$ cat config.mk
export PLATFORM = sky130hd
export DESIGN_NAME = fir_axi_lite_master
export DESIGN_NICKNAME = d
export VERILOG_FILES = /design/src/rtl/fir_axi_lite_master.sv
export SDC_FILE = /design/constraint.sdc
export NUM_CORES = 1
export LEC_CHECK = 0
export CAP_MARGIN = 20
export CELL_PAD_IN_SITES_DETAIL_PLACEMENT = 0
export CELL_PAD_IN_SITES_GLOBAL_PLACEMENT = 1
export CORE_ASPECT_RATIO = 0.6
export CORE_MARGIN = 2
export CORE_UTILIZATION = 47
export CTS_CLUSTER_SIZE = 14
export DETAILED_ROUTE_END_ITERATION = 7
export DONT_BUFFER_PORTS = 1
export PLACE_DENSITY = 0.82
export SYNTH_ARGS = -nofsm -noshare
export SYNTH_HDL_FRONTEND = slang
export SYNTH_SLANG_ARGS = --single-unit
$ cat constraint.sdc
create_clock -name m_axi_aclk -period 4.5 [get_ports m_axi_aclk]
set_clock_uncertainty 0.1 [all_clocks]
set_input_delay 1.125 -clock m_axi_aclk [delete_from_list [all_inputs] [get_ports m_axi_aclk]]
set_output_delay 1.125 -clock m_axi_aclk [all_outputs]
set_load 0.1 [all_outputs]
$ cat src/rtl/fir_axi_lite_master.sv
// Single-outstanding AXI4-Lite initiator: one command in, one AXI transaction, one response out.
// A sticky watchdog flags a slave that stalls a transaction for TIMEOUT_CYCLES or more.
module fir_axi_lite_master #(
  parameter int C_M_AXI_DATA_WIDTH = 32,
  parameter int C_M_AXI_ADDR_WIDTH = 8,
  parameter int TIMEOUT_CYCLES     = 1024
) (
  input  logic                              m_axi_aclk,
  input  logic                              m_axi_aresetn,
  input  logic                              cmd_valid,
  output logic                              cmd_ready,
  input  logic                              cmd_write,
  input  logic [C_M_AXI_ADDR_WIDTH-1:0]     cmd_addr,
  input  logic [C_M_AXI_DATA_WIDTH-1:0]     cmd_wdata,
  input  logic [C_M_AXI_DATA_WIDTH/8-1:0]   cmd_wstrb,
  output logic                              rsp_valid,
  input  logic                              rsp_ready,
  output logic [C_M_AXI_DATA_WIDTH-1:0]     rsp_rdata,
  output logic [1:0]                        rsp_resp,
  output logic                              rsp_write,
  output logic                              timeout_o,
  output logic [C_M_AXI_ADDR_WIDTH-1:0]     m_axi_awaddr,
  output logic                              m_axi_awvalid,
  input  logic                              m_axi_awready,
  output logic [C_M_AXI_DATA_WIDTH-1:0]     m_axi_wdata,
  output logic [C_M_AXI_DATA_WIDTH/8-1:0]   m_axi_wstrb,
  output logic                              m_axi_wvalid,
  input  logic                              m_axi_wready,
  input  logic [1:0]                        m_axi_bresp,
  input  logic                              m_axi_bvalid,
  output logic                              m_axi_bready,
  output logic [C_M_AXI_ADDR_WIDTH-1:0]     m_axi_araddr,
  output logic                              m_axi_arvalid,
  input  logic                              m_axi_arready,
  input  logic [C_M_AXI_DATA_WIDTH-1:0]     m_axi_rdata,
  input  logic [1:0]                        m_axi_rresp,
  input  logic                              m_axi_rvalid,
  output logic                              m_axi_rready
);

  localparam int CNT_W = (TIMEOUT_CYCLES > 0) ? $clog2(TIMEOUT_CYCLES + 1) : 1;
  localparam logic [CNT_W-1:0] CNT_LIMIT = CNT_W'(TIMEOUT_CYCLES);

  localparam logic [2:0] S_IDLE    = 3'd0;
  localparam logic [2:0] S_WR_REQ  = 3'd1;
  localparam logic [2:0] S_WR_RESP = 3'd2;
  localparam logic [2:0] S_RD_REQ  = 3'd3;
  localparam logic [2:0] S_RD_DATA = 3'd4;
  localparam logic [2:0] S_RSP     = 3'd5;

  logic [2:0]                    state;
  logic [C_M_AXI_ADDR_WIDTH-1:0] addr_q;
  logic [CNT_W-1:0]              wd_cnt;
  logic                          waiting;
  logic                          aw_done;
  logic                          w_done;

  assign m_axi_awaddr = addr_q;
  assign m_axi_araddr = addr_q;

  // Reset is asserted-high on this port despite its name; no command is taken while it is held.
  assign cmd_ready = (state == S_IDLE) && !m_axi_aresetn;

  assign waiting = (state == S_WR_REQ) || (state == S_WR_RESP) ||
                   (state == S_RD_REQ) || (state == S_RD_DATA);

  // A channel is finished once its VALID is already low or its handshake completes this cycle.
  assign aw_done = !m_axi_awvalid || m_axi_awready;
  assign w_done  = !m_axi_wvalid  || m_axi_wready;

  // NOTE: all state below uses non-blocking assignments so every register samples pre-edge values.
  always_ff @(posedge m_axi_aclk) begin
    if (m_axi_aresetn) begin
      state         <= S_IDLE;
      addr_q        <= '0;
      m_axi_wdata   <= '0;
      m_axi_wstrb   <= '0;
      m_axi_awvalid <= 1'b0;
      m_axi_wvalid  <= 1'b0;
      m_axi_bready  <= 1'b0;
      m_axi_arvalid <= 1'b0;
      m_axi_rready  <= 1'b0;
      rsp_valid     <= 1'b0;
      rsp_rdata     <= '0;
      rsp_resp      <= 2'b00;
      rsp_write     <= 1'b0;
      timeout_o     <= 1'b0;
      wd_cnt        <= '0;
    end else begin
      if (TIMEOUT_CYCLES != 0 && waiting && wd_cnt != CNT_LIMIT) begin
        wd_cnt <= wd_cnt + CNT_W'(1);
        if (wd_cnt + CNT_W'(1) == CNT_LIMIT) timeout_o <= 1'b1;
      end

      case (state)
        S_IDLE: begin
          if (cmd_valid) begin
            addr_q      <= cmd_addr;
            m_axi_wdata <= cmd_wdata;
            m_axi_wstrb <= cmd_wstrb;
            wd_cnt      <= '0;
            if (cmd_write) begin
              m_axi_awvalid <= 1'b1;
              m_axi_wvalid  <= 1'b1;
              state         <= S_WR_REQ;
            end else begin
              m_axi_arvalid <= 1'b1;
              state         <= S_RD_REQ;
            end
          end
        end
        S_WR_REQ: begin
          if (m_axi_awready) m_axi_awvalid <= 1'b0;
          if (m_axi_wready)  m_axi_wvalid  <= 1'b0;
          if (aw_done && w_done) begin
            m_axi_bready <= 1'b1;
            state        <= S_WR_RESP;
          end
        end
        S_WR_RESP: begin
          if (m_axi_bvalid) begin
            rsp_rdata    <= '0;
            rsp_resp     <= m_axi_bresp;
            rsp_write    <= 1'b1;
            rsp_valid    <= 1'b1;
            m_axi_bready <= 1'b0;
            state        <= S_RSP;
          end
        end
        S_RD_REQ: begin
          if (m_axi_arready) begin
            m_axi_arvalid <= 1'b0;
            m_axi_rready  <= 1'b1;
            state         <= S_RD_DATA;
          end
        end
        S_RD_DATA: begin
          if (m_axi_rvalid) begin
            rsp_rdata    <= m_axi_rdata;
            rsp_resp     <= m_axi_rresp;
            rsp_write    <= 1'b0;
            rsp_valid    <= 1'b1;
            m_axi_rready <= 1'b0;
            state        <= S_RSP;
          end
        end
        S_RSP: begin
          if (rsp_ready) begin
            rsp_valid <= 1'b0;
            state     <= S_IDLE;
          end
        end
        default: state <= S_IDLE;
      endcase
    end
  end

endmodule

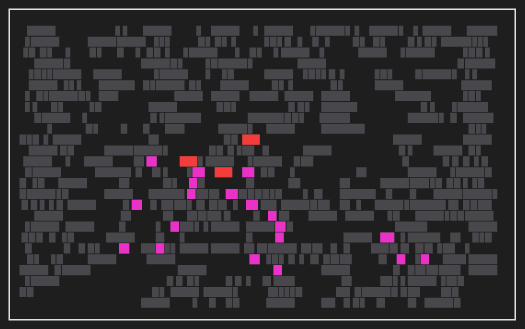
*Selected gate families, run 1*
Drawn at 4 px/µm.
legend:
  AND and OR gates:
    color: magenta
    cells: 19
  adder and majority cells:
    color: red
    cells: 3

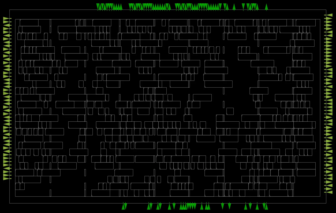
*Cell placement, run 1*
Cell Rows: 26
post-layout util: 52.4%

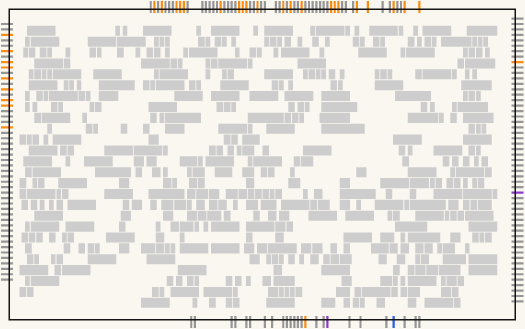
*I/O pins on the die edge, run 1*
Drawn at 4 px/µm. Pins as bars across the die edge, other pins in gray.
legend:
  `m_axi_rresp`:
    color: purple
    pins: 2
    direction: input
    edge: 1 east, 1 south
  `m_axi_awvalid`:
    color: blue
    pins: 1
    direction: output
    edge: south
  `m_axi_wdata`:
    color: orange
    pins: 32
    direction: output
    edge: 21 north, 9 west, 1 east, 1 south
all pins by edge: 59 north, 53 east, 48 west, 25 south
Die Width: 126 µm
input/output buffers: 0
die height: 77.3 µm

==> run 1: cells in the final DEF (no fill, tap or decap), types with 3 or more instances in the layout <==
cell type  count
nand2_1      129
a21oi_1       95
dfxtp_1       92
nand3_1       39
nor2_1        17
clkbuf_16      9
dfxtp_2        8
o21ai_0        7
nand4_1        7
inv_1          6
o31ai_1        6
nor3_1         5
or4_1          5
a311oi_1       5
nor2b_1        5
or3_1          4
and4_1         4
mux2i_1        4
buf_4          4
nand3b_1       3
nand2b_1       3
ha_1           3
clkbuf_8       3
==> run 1: layer usage <==
metal	vias up	global-route usage (%)	share of wire, %
met2	181	31.3	43
met4	0	5.82	1.1
met5	-	0	0
met1	1725	30.8	43
li1	1759	-	-
met3	12	9.63	12
==> results.yml, run 1 <==
# generated from flow reports
outcome:
  status: "finished clean"
cells_and_area:
  stdcell_area_mm2: 0.00450
  clkbuf_count: 12
  antenna_cells: 0
place:
  place_area_mm2: 0.00417
  dp_slack_ns: 1.73
power:
  largestPowerGroup: "sequential cells"
  seq-power_mw: 2.12
  ir_worst_vdd_mv: 0.403
synthesis:
  xor_area_share_pct: 0.416
  area_leaders: "dfxtp_1 48%, nand2_1 12%, a21oi_1 11%"
  ys_sh_adder_pct: 0.892
  syn-cell-area_mm2: 0.00421
die:
  core_mm2: 0.00859
  nWellTaps: 112
sta:
  tightestPinTransition_ns: 1.05
  fmax_ghz: 0.326
  rsz0062_at_grt: "no"
clock_network:
  cts_buffers: 9
routing:
  wire_per_inst_um: 18.1
grt:
  antenna_found_initial: 0
### Wires at chosen ports, followed through buffers, run 1

Drawn at 3 px/µm.
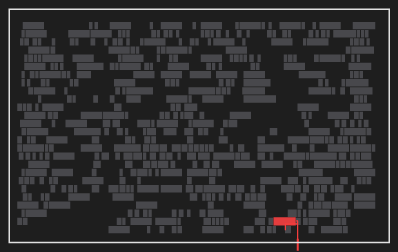

==> inputs of run 2 (changes only) <==
Settings changed: CORE_UTILIZATION 47 to 39, PLACE_DENSITY 0.82 to 0.73.
Clock period 4.5 ns to 2.76 ns, I/O delays scaled along.
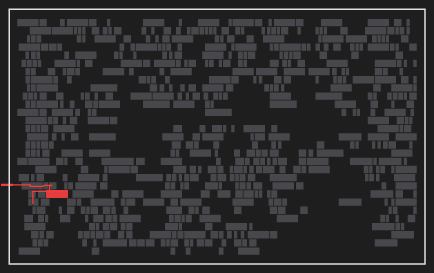
*Wires at chosen ports, followed through buffers, run 2*
Drawn at 3 px/µm.
legend:
  `m_axi_awvalid`:
    color: red
    bits: 1
    direction: output
    edge: west
    end_cells: 1
    buffers: 1
    wire: 31.7 µm
num ports: 185

==> results.yml, run 2 <==
# generated from flow reports
clock_network:
  htreeDepth: 3
  cts_buffers: 9
place:
  place_area_mm2: 0.00497
  dp_slack_ns: 0.593
  place_congestion: 0.845
grt:
  antenna_found_initial: 0
synthesis:
  xor_area_share_pct: 0.416
  area_leaders: "dfxtp_1 48%, nand2_1 12%, a21oi_1 11%"
  fp_nets: 623
  ys_top_cells_by_count: "129 x nand2_1, 100 x dfxtp_1, 95 x a21oi_1, 39 x nand3_1, 30 x clkbuf_1"
  ys_sh_adder_pct: 0.892
  numSynthFlops: 100
power:
  ir_worst_vdd_mv: 0.600
cells_and_area:
  nNetsFinal: 678
  antenna_cells: 0
  fin_util_pct: 50.1
  lay_top_count: "nand2_1"
  stdcell_area_mm2: 0.00527
  layout_top_cells: "129 x nand2_1, 95 x a21oi_1, 92 x dfxtp_1, 86 x buf_4, 39 x nand3_1"
sta:
  slew_violations: 0
  rsz0062_at_grt: "no"
  tightestPinTransition_ns: 0.602
  hold_violations: 0
  finalCritPeriodShare_pct: 89.1
die:
  die_x_um: 138
  die_h_um: 84.4
  core_mm2: 0.0105
  row_count: 29
routing:
  wire_per_inst_um: 15.6
worst_setup_path:
  cp_data_arrival_time_ns: 1.67
outcome:
  status: "finished clean"
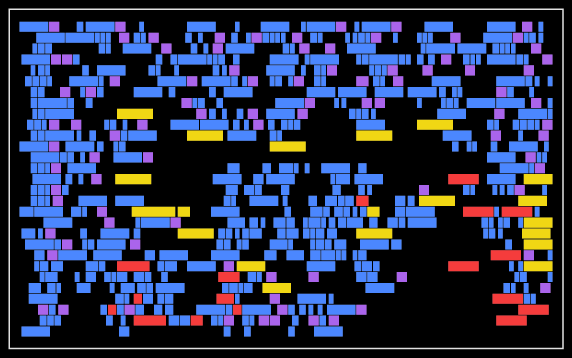
*Cells by drive strength, run 2*
Drawn at 4 px/µm.
legend:
  drive 6 and up:
    color: yellow
    cells: 20
  drive 1 or less:
    color: blue
    cells: 464
  drive 3 to 4:
    color: purple
    cells: 89
  drive 2:
    color: red
    cells: 17
fin worst setup slack: 0.301 ns
Syn-to-layout area delta: 25.3%

-- run 2: layout make-up --
class / count / area [µm²]
multi-input combinational: 374 / 1960
tap: 139 / 174
sequential: 100 / 2010
fill: 1039 / 5250
clock buffer: 10 / 229
clock inverter: 6 / 71.3
timing repair buffer: 94 / 806
inverter: 6 / 22.5
-- run 2: power by group --
group | leakage, nW | internal, mW | switching, mW
Clock | 0.140 | 0.712 | 0.550
Combinational | 1.03 | 0.667 | 2.34
Sequential | 0.816 | 1.66 | 0.302
Total | 1.99 | 3.04 | 3.19
-- run 2: metal layers --
layer | global-route usage, % | up-vias | share of wire (%)
li1 | - | 1931 | -
met1 | 25.3 | 1783 | 44
met2 | 28.6 | 174 | 44
met3 | 7.93 | 12 | 10
met4 | 6.22 | 0 | 1.3
met5 | 0 | - | 0
### Cell placement, run 2

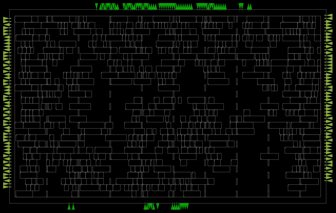

==> inputs of run 3 (changes only) <==
Settings changed: CORE_ASPECT_RATIO 0.6 to 1.4.
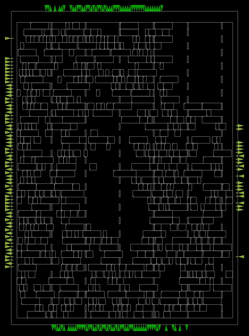
*Cell placement, run 3*
fillers: 1051
final non-filler cell total: 728
core area: 0.0105 mm²
Flops: 100
post-layout util: 50.0%

==> results.yml, run 3 <==
# generated from flow reports
outcome:
  status: "finished clean"
power:
  power_clock_mw: 1.23
  clkPwrFrac_pct: 20.0
  p_int_mw: 2.95
  seq-power_mw: 1.90
  share_seq_of_total_power_pct: 31.0
  largestPowerGroup: "combinational cells"
  ir_worst_vdd_mv: 0.548
  power_frac_comb_pct: 49.0
synthesis:
  fp_nets: 623
  numSynthFlops: 100
  xor_area_share_pct: 0.416
  area_leaders: "dfxtp_1 48%, nand2_1 12%, a21oi_1 11%"
grt:
  antenna_found_initial: 0
place:
  place_area_mm2: 0.00493
  place_congestion: 0.876
  dp_slack_ns: 0.606
cells_and_area:
  nNetsFinal: 678
  layout_top_cells: "129 x nand2_1, 95 x a21oi_1, 92 x dfxtp_1, 89 x buf_4, 39 x nand3_1"
  syn2layout_area_growth_pct: 24.2
  lay_top_count: "nand2_1"
die:
  die_h_um: 127
  die_x_um: 91.8
sta:
  slew_violations: 0
  layout_setup_ws_ns: 0.272
worst_setup_path:
  cp_data_arrival_time_ns: 1.70
clock_network:
  htreeDepth: 3
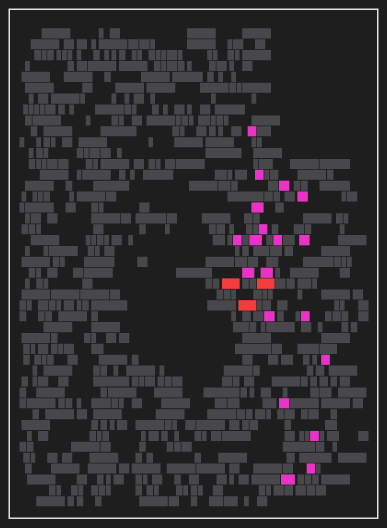
*Selected gate families, run 3*
Drawn at 4 px/µm.
legend:
  adder and majority cells:
    color: red
    cells: 3
  AND and OR gates:
    color: magenta
    cells: 19

-- run 3: through the flow --
step                util, %  total power [mW]
finish                 50.0              6.13
global route           50.0              6.44
CTS                    50.0              6.18
detailed placement     47.2              4.94
global placement       47.2              4.91
floorplan                 -              4.38
-- run 3: area by class of cell --
type / instances / area [µm²] / area share, %
Multi-Input combinational cell: 374 / 1960 / 37.5
Clock inverter: 6 / 52.6 / 1.01
Inverter: 6 / 22.5 / 0.431
Sequential cell: 100 / 2010 / 38.5
Timing Repair Buffer: 94 / 768 / 14.7
Tap cell: 138 / 173 / 3.30
Clock buffer: 10 / 239 / 4.57
-- run 3: metal layers --
metal  vias up  track usage (%)  share of wire (%)
met3        21             5.70                8.3
met4         0             7.99                2.7
met1      1761             22.0                 39
met2       144             31.7                 50
met5         -                0                  0
li1       1934                -                  -
Power and IR drop assume default switching activity.
